`src/rtl/uc_pkg.sv`:
```
// Shared encodings and per-state decode for the multicycle RV32I control unit.
// State codes, opcodes, ALU-op classes and mux-select values all live here.
package uc_pkg;

    typedef enum logic [3:0] {
        S_FETCH    = 4'd0,
        S_DECODE   = 4'd1,
        S_MEMADR   = 4'd2,
        S_MEMREAD  = 4'd3,
        S_MEMWB    = 4'd4,
        S_MEMWRITE = 4'd5,
        S_EXECR    = 4'd6,
        S_EXECI    = 4'd7,
        S_ALUWB    = 4'd8,
        S_BRANCH   = 4'd9,
        S_JAL      = 4'd10,
        S_JALR_ADR = 4'd11,
        S_JALR_PC  = 4'd12,
        S_LUI      = 4'd13,
        S_AUIPC    = 4'd14,
        S_TRAP     = 4'd15
    } stateT;

    typedef enum logic [1:0] {
        ALUOP_ADD   = 2'b00,
        ALUOP_SUB   = 2'b01,
        ALUOP_FUNCT = 2'b10
    } aluOpT;

    localparam logic [6:0] OP_LW     = 7'b0000011;
    localparam logic [6:0] OP_SW     = 7'b0100011;
    localparam logic [6:0] OP_R      = 7'b0110011;
    localparam logic [6:0] OP_I      = 7'b0010011;
    localparam logic [6:0] OP_BRANCH = 7'b1100011;
    localparam logic [6:0] OP_JAL    = 7'b1101111;
    localparam logic [6:0] OP_JALR   = 7'b1100111;
    localparam logic [6:0] OP_LUI    = 7'b0110111;
    localparam logic [6:0] OP_AUIPC  = 7'b0010111;

    localparam logic [1:0] RES_ALUOUT = 2'b00;
    localparam logic [1:0] RES_MEM    = 2'b01;
    localparam logic [1:0] RES_ALU    = 2'b10;
    localparam logic [1:0] RES_IMM    = 2'b11;

    localparam logic [1:0] SRCA_PC    = 2'b00;
    localparam logic [1:0] SRCA_OLDPC = 2'b01;
    localparam logic [1:0] SRCA_RS1   = 2'b10;

    localparam logic [1:0] SRCB_RS2   = 2'b00;
    localparam logic [1:0] SRCB_IMM   = 2'b01;
    localparam logic [1:0] SRCB_FOUR  = 2'b10;

    localparam logic [2:0] IMM_I = 3'b000;
    localparam logic [2:0] IMM_S = 3'b001;
    localparam logic [2:0] IMM_B = 3'b010;
    localparam logic [2:0] IMM_J = 3'b011;
    localparam logic [2:0] IMM_U = 3'b100;

    localparam logic [2:0] ALU_ADD = 3'b000;
    localparam logic [2:0] ALU_SUB = 3'b001;
    localparam logic [2:0] ALU_AND = 3'b010;
    localparam logic [2:0] ALU_OR  = 3'b011;
    localparam logic [2:0] ALU_SLT = 3'b101;

    typedef struct packed {
        logic       pcWrite;
        logic       adrSrc;
        logic       memWrite;
        logic       irWrite;
        logic       regWrite;
        logic [1:0] resultSrc;
        logic [1:0] aluSrcA;
        logic [1:0] aluSrcB;
        aluOpT      aluOp;
        logic       illegal;
    } ctrlT;

    // Branch f3 values 010/011 never exist; 1xx exist only with the extended set.
    function automatic logic branchLegal(logic [2:0] f3, logic extBranch);
        return (f3[2:1] != 2'b01) && (extBranch || !f3[2]);
    endfunction

    function automatic logic branchTaken(logic [2:0] f3, logic zero, logic lt,
                                         logic ltu, logic extBranch);
        logic t;
        t = 1'b0;
        case (f3)
            3'b000:  t = zero;
            3'b001:  t = !zero;
            3'b100:  t = extBranch && lt;
            3'b101:  t = extBranch && !lt;
            3'b110:  t = extBranch && ltu;
            3'b111:  t = extBranch && !ltu;
            default: t = 1'b0;
        endcase
        return t;
    endfunction

    function automatic stateT nextState(stateT s, logic [6:0] op, logic [2:0] f3,
                                        logic extBranch);
        stateT n;
        n = S_FETCH;
        case (s)
            S_FETCH:  n = S_DECODE;
            S_DECODE: begin
                case (op)
                    OP_LW, OP_SW: n = S_MEMADR;
                    OP_R:         n = S_EXECR;
                    OP_I:         n = S_EXECI;
                    OP_BRANCH:    n = branchLegal(f3, extBranch) ? S_BRANCH : S_TRAP;
                    OP_JAL:       n = S_JAL;
                    OP_JALR:      n = S_JALR_ADR;
                    OP_LUI:       n = S_LUI;
                    OP_AUIPC:     n = S_AUIPC;
                    default:      n = S_TRAP;
                endcase
            end
            S_MEMADR:   n = (op == OP_LW) ? S_MEMREAD : S_MEMWRITE;
            S_MEMREAD:  n = S_MEMWB;
            S_EXECR, S_EXECI, S_JAL, S_JALR_PC, S_AUIPC: n = S_ALUWB;
            S_JALR_ADR: n = S_JALR_PC;
            S_TRAP:     n = S_TRAP;
            default:    n = S_FETCH;
        endcase
        return n;
    endfunction

    // Moore outputs of a state; the branch-taken pcWrite is added at the top.
    function automatic ctrlT ctrlFor(stateT s);
        ctrlT c;
        c = '0;
        case (s)
            S_FETCH: begin
                c.irWrite = 1'b1; c.pcWrite = 1'b1; c.resultSrc = RES_ALU;
                c.aluSrcA = SRCA_PC; c.aluSrcB = SRCB_FOUR;
            end
            S_DECODE:   begin c.aluSrcA = SRCA_OLDPC; c.aluSrcB = SRCB_IMM; end
            S_MEMADR:   begin c.aluSrcA = SRCA_RS1;   c.aluSrcB = SRCB_IMM; end
            S_MEMREAD:  c.adrSrc = 1'b1;
            S_MEMWB:    begin c.resultSrc = RES_MEM; c.regWrite = 1'b1; end
            S_MEMWRITE: begin c.adrSrc = 1'b1; c.memWrite = 1'b1; end
            S_EXECR: begin
                c.aluSrcA = SRCA_RS1; c.aluSrcB = SRCB_RS2; c.aluOp = ALUOP_FUNCT;
            end
            S_EXECI: begin
                c.aluSrcA = SRCA_RS1; c.aluSrcB = SRCB_IMM; c.aluOp = ALUOP_FUNCT;
            end
            S_ALUWB:    begin c.resultSrc = RES_ALUOUT; c.regWrite = 1'b1; end
            S_BRANCH: begin
                c.aluSrcA = SRCA_RS1; c.aluSrcB = SRCB_RS2; c.aluOp = ALUOP_SUB;
            end
            S_JAL, S_JALR_PC: begin
                c.aluSrcA = SRCA_OLDPC; c.aluSrcB = SRCB_FOUR; c.pcWrite = 1'b1;
            end
            S_JALR_ADR: begin c.aluSrcA = SRCA_RS1;   c.aluSrcB = SRCB_IMM; end
            S_LUI:      begin c.resultSrc = RES_IMM; c.regWrite = 1'b1; end
            S_AUIPC:    begin c.aluSrcA = SRCA_OLDPC; c.aluSrcB = SRCB_IMM; end
            S_TRAP:     c.illegal = 1'b1;
            default:    c = '0;
        endcase
        return c;
    endfunction

endpackage

```
`src/rtl/alu_deco.sv`:
```
// ALU control decode: turns the FSM's ALU-op class plus funct fields into
// the 3-bit ALU operation code.
module alu_deco
    import uc_pkg::*;
(
    input  logic [6:0] op,
    input  logic [6:0] f7,
    input  logic [2:0] f3,
    input  logic [1:0] aluOp,
    output logic [2:0] aluControl
);

    logic unusedF7Bits;
    assign unusedF7Bits = ^{f7[6], f7[4:0]};

    always_comb begin
        aluControl = ALU_ADD;
        case (aluOp)
            ALUOP_SUB: aluControl = ALU_SUB;
            ALUOP_FUNCT: begin
                case (f3)
                    // I-type addi has no sub form, so f7[5] only matters for R-type.
                    3'b000:  aluControl = (op == OP_R && f7[5]) ? ALU_SUB : ALU_ADD;
                    3'b010:  aluControl = ALU_SLT;
                    3'b110:  aluControl = ALU_OR;
                    3'b111:  aluControl = ALU_AND;
                    default: aluControl = ALU_ADD;
                endcase
            end
            default: aluControl = ALU_ADD;
        endcase
    end

endmodule

```
`src/rtl/uc_multiciclo.sv`:
```
// Multicycle RV32I control unit: one state register with registered Moore
// outputs, plus op-driven immSrc and funct-driven aluControl.
module uc_multiciclo
    import uc_pkg::*;
#(
    parameter int EXT_BRANCH = 1
) (
    input  logic       clk,
    input  logic       rst_n,
    input  logic [6:0] op,
    input  logic [2:0] f3,
    input  logic [6:0] f7,
    input  logic       zero,
    input  logic       lt,
    input  logic       ltu,
    output logic       pcWrite,
    output logic       adrSrc,
    output logic       memWrite,
    output logic       irWrite,
    output logic       regWrite,
    output logic [1:0] resultSrc,
    output logic [1:0] aluSrcA,
    output logic [1:0] aluSrcB,
    output logic [2:0] immSrc,
    output logic [2:0] aluControl,
    output logic       illegal,
    output logic [3:0] state
);

    localparam logic extBranch = (EXT_BRANCH != 0);

    stateT stateQ;
    stateT stateNext;
    ctrlT  ctrlQ;
    logic  running;

    always_comb begin
        stateNext = nextState(stateQ, op, f3, extBranch);
    end

    // Reset parks the FSM in FETCH with every enable low; the first edge after
    // release loads FETCH's outputs so FETCH then runs a full cycle.
    always_ff @(posedge clk or negedge rst_n) begin
        if (!rst_n) begin
            stateQ  <= S_FETCH;
            ctrlQ   <= '0;
            running <= 1'b0;
        end else if (!running) begin
            running <= 1'b1;
            ctrlQ   <= ctrlFor(S_FETCH);
        end else begin
            stateQ <= stateNext;
            ctrlQ  <= ctrlFor(stateNext);
        end
    end

    // Branch outcome uses the live ALU flags of the BRANCH cycle itself.
    assign pcWrite = ctrlQ.pcWrite |
                     ((stateQ == S_BRANCH) && branchTaken(f3, zero, lt, ltu, extBranch));

    assign adrSrc    = ctrlQ.adrSrc;
    assign memWrite  = ctrlQ.memWrite;
    assign irWrite   = ctrlQ.irWrite;
    assign regWrite  = ctrlQ.regWrite;
    assign resultSrc = ctrlQ.resultSrc;
    assign aluSrcA   = ctrlQ.aluSrcA;
    assign aluSrcB   = ctrlQ.aluSrcB;
    assign illegal   = ctrlQ.illegal;
    assign state     = stateQ;

    always_comb begin
        immSrc = IMM_I;
        case (op)
            OP_LW, OP_JALR, OP_I: immSrc = IMM_I;
            OP_SW:                immSrc = IMM_S;
            OP_BRANCH:            immSrc = IMM_B;
            OP_JAL:               immSrc = IMM_J;
            OP_LUI, OP_AUIPC:     immSrc = IMM_U;
            default:              immSrc = IMM_I;
        endcase
    end

    alu_deco u_aluDeco (
        .op         (op),
        .f7         (f7),
        .f3         (f3),
        .aluOp      (ctrlQ.aluOp),
        .aluControl (aluControl)
    );

endmodule
```
`config.mk`:
```
export PLATFORM = sky130hd
export DESIGN_NAME = uc_multiciclo
export DESIGN_NICKNAME = d
export VERILOG_FILES = /design/src/rtl/uc_pkg.sv /design/src/rtl/alu_deco.sv /design/src/rtl/uc_multiciclo.sv
export SDC_FILE = /design/constraint.sdc
export NUM_CORES = 1
export LEC_CHECK = 0
export CAP_MARGIN = 20
export CORE_AREA = 5 5 61 63
export DETAILED_ROUTE_END_ITERATION = 10
export DIE_AREA = 0 0 66 68
export PLACE_DENSITY = 0.78
export SYNTH_ARGS = -nofsm -noshare
export SYNTH_HDL_FRONTEND = slang
export SYNTH_SLANG_ARGS = --single-unit
```
`constraint.sdc`:
```
create_clock -name clk -period 2.7 [get_ports clk]
set_clock_uncertainty 0.1 [all_clocks]
set_input_delay 0.675 -clock clk [delete_from_list [all_inputs] [get_ports clk]]
set_output_delay 0.675 -clock clk [all_outputs]
set_load 0.02 [all_outputs]
```
==> results.sh <==
# source this file to load flow results
export IMPL_edf_count=0
export IMPL_drive_gt1_share_pct=29.5
export IMPL_whs_ns=0.593
export IMPL_worstPathArrival_ns=1.90
export IMPL_status="complete, no violations"
export IMPL_dieHeight_um=68
export IMPL_crit_fanout=1
export IMPL_cp_cell_sequence="clkdlybuf4s50_1, mux2i_1, xor2_1, o21ai_1, a41o_1, buf_4"
export IMPL_crit_path_end_kind="output pin"
export IMPL_track_usage_pct=19.0
export IMPL_fin_nets=242
export IMPL_final_layout_top_logic_cell="buf_4"
export IMPL_finish_instance_area_sq_um=2060
export IMPL_drtAntennaViolNets=0
export IMPL_power_density_nw_per_um2=821
export IMPL_drc=0
export IMPL_synth_most_common_cell="dfrtp_1"
export IMPL_maxCapViolCount=0
export IMPL_hold_class="input port to async pin"
export IMPL_fin_crit_sh_pct=99.1
export IMPL_drt_iter0_drc=84
export IMPL_startpoint="zero"
export IMPL_grt_max_degree=20
export IMPL_synth_nets=183
export IMPL_ys_flop_type="dfrtp_1"
export IMPL_dpl_cell_area_sq_um=1920
export IMPL_die_area_sq_um=4490
export IMPL_maxSlewViolCount=0
export IMPL_postSynthCellCount=159
export IMPL_lay_top_cells="buf_4, clkdlybuf4s50_1, dfrtp_1"
export IMPL_rsz0062_at_grt="yes"
export IMPL_core_rowCount=21
export IMPL_finalPower_uw=1690
export IMPL_cts_tree="built"
export IMPL_clk_pin_slew_ns=0.11
export IMPL_via_per_inst=5.50
export IMPL_ys_chip_area_sq_um=1380
export IMPL_syn2layout_area_growth_pct=49.5
export IMPL_globalplace_congestion=0.899
==> cell families (layout without fill, tap and decap cells) <==
family,Yosys count,after routing,share of synthesized area [%]
XOR/XNOR,4,4,2.55
flip-flops,19,19,34.6
AND-OR/OR-AND,39,40,22.2
buffers and inverters,23,80,9.65
AND/OR/NAND/NOR,69,69,27.5
multiplexers,2,2,1.46
adder cells (fa/ha/maj),2,2,1.82
other,1,1,0.273
==> critical path: cells and delay by family <==
family	cells	cell delay [ns]
AOI/OAI and AO/OA	2	0.34
muxes	1	0.17
buffers and inverters	2	0.55
xor gates and xnor gates	1	0.16
==> report_power, final <==
group / switching (uW) / total (uW) / internal (uW)
sequential: 71.9 / 437 / 365
clock: 87.1 / 142 / 55.2
combinational: 581 / 1110 / 529
==> metal layers <==
| layer | part of all wire (%) | track usage, % |
|---|---|---|
| met1 | 43 | 24.1 |
| met2 | 51 | 34.0 |
| met3 | 4.5 | 3.78 |
| met4 | 0.60 | 3.05 |
| met5 | 0 | 0 |
==> area by class of cell <==
cell class,instances,share of cell area [%]
sequential,19,23.1
timing repair buffer,68,28.9
tap,46,2.80
clock buffer,3,1.10
clock inverter,1,0.243
inverter,8,1.46
multi-input combinational,118,42.4
==> registers in the layout, summed over array words and instances (netlist names) <==
name       cells
state          4
ctrlQ          3
aluSrcA        2
aluSrcB        2
resultSrc      2
adrSrc         1
illegal        1
irWrite        1
memWrite       1
regWrite       1
running        1
==> repair_timing <==
action | 4_1_cts | 5_1_grt
cloned | 1 | 0
buffers inserted | 2 | 0
setup endpoints to repair | 18 | 14
resized | 45 | 17
hold endpoints to repair | 0 | 0
pin swaps | 9 | 5
Figure 1. Metal 2.
Drawn at 6 px/um. Cells faint in the background.
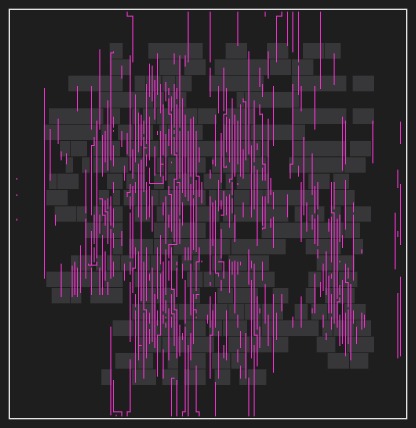
The layer carries 2050 um of wire. The layer holds 51% of the routed length. 216 nets have wire on it. The longest straight run is 31.6 um. The wires run mostly vertical.
Post-Route WL: 3.98 mm
met2 usage in global routing: 34.0%
Vias: 1446

Figure 2. Clock nets.
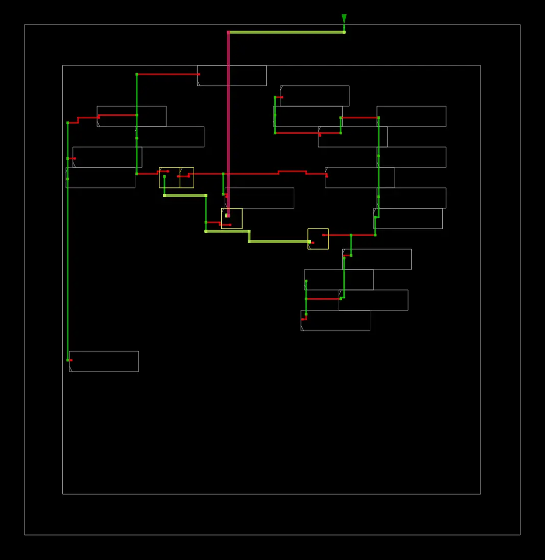
clock buf count: 3
Flops: 19
total clock sinks: 19
Worst-Skew Late Latency: 0.30 ns
TritonCTS buffer count: 3

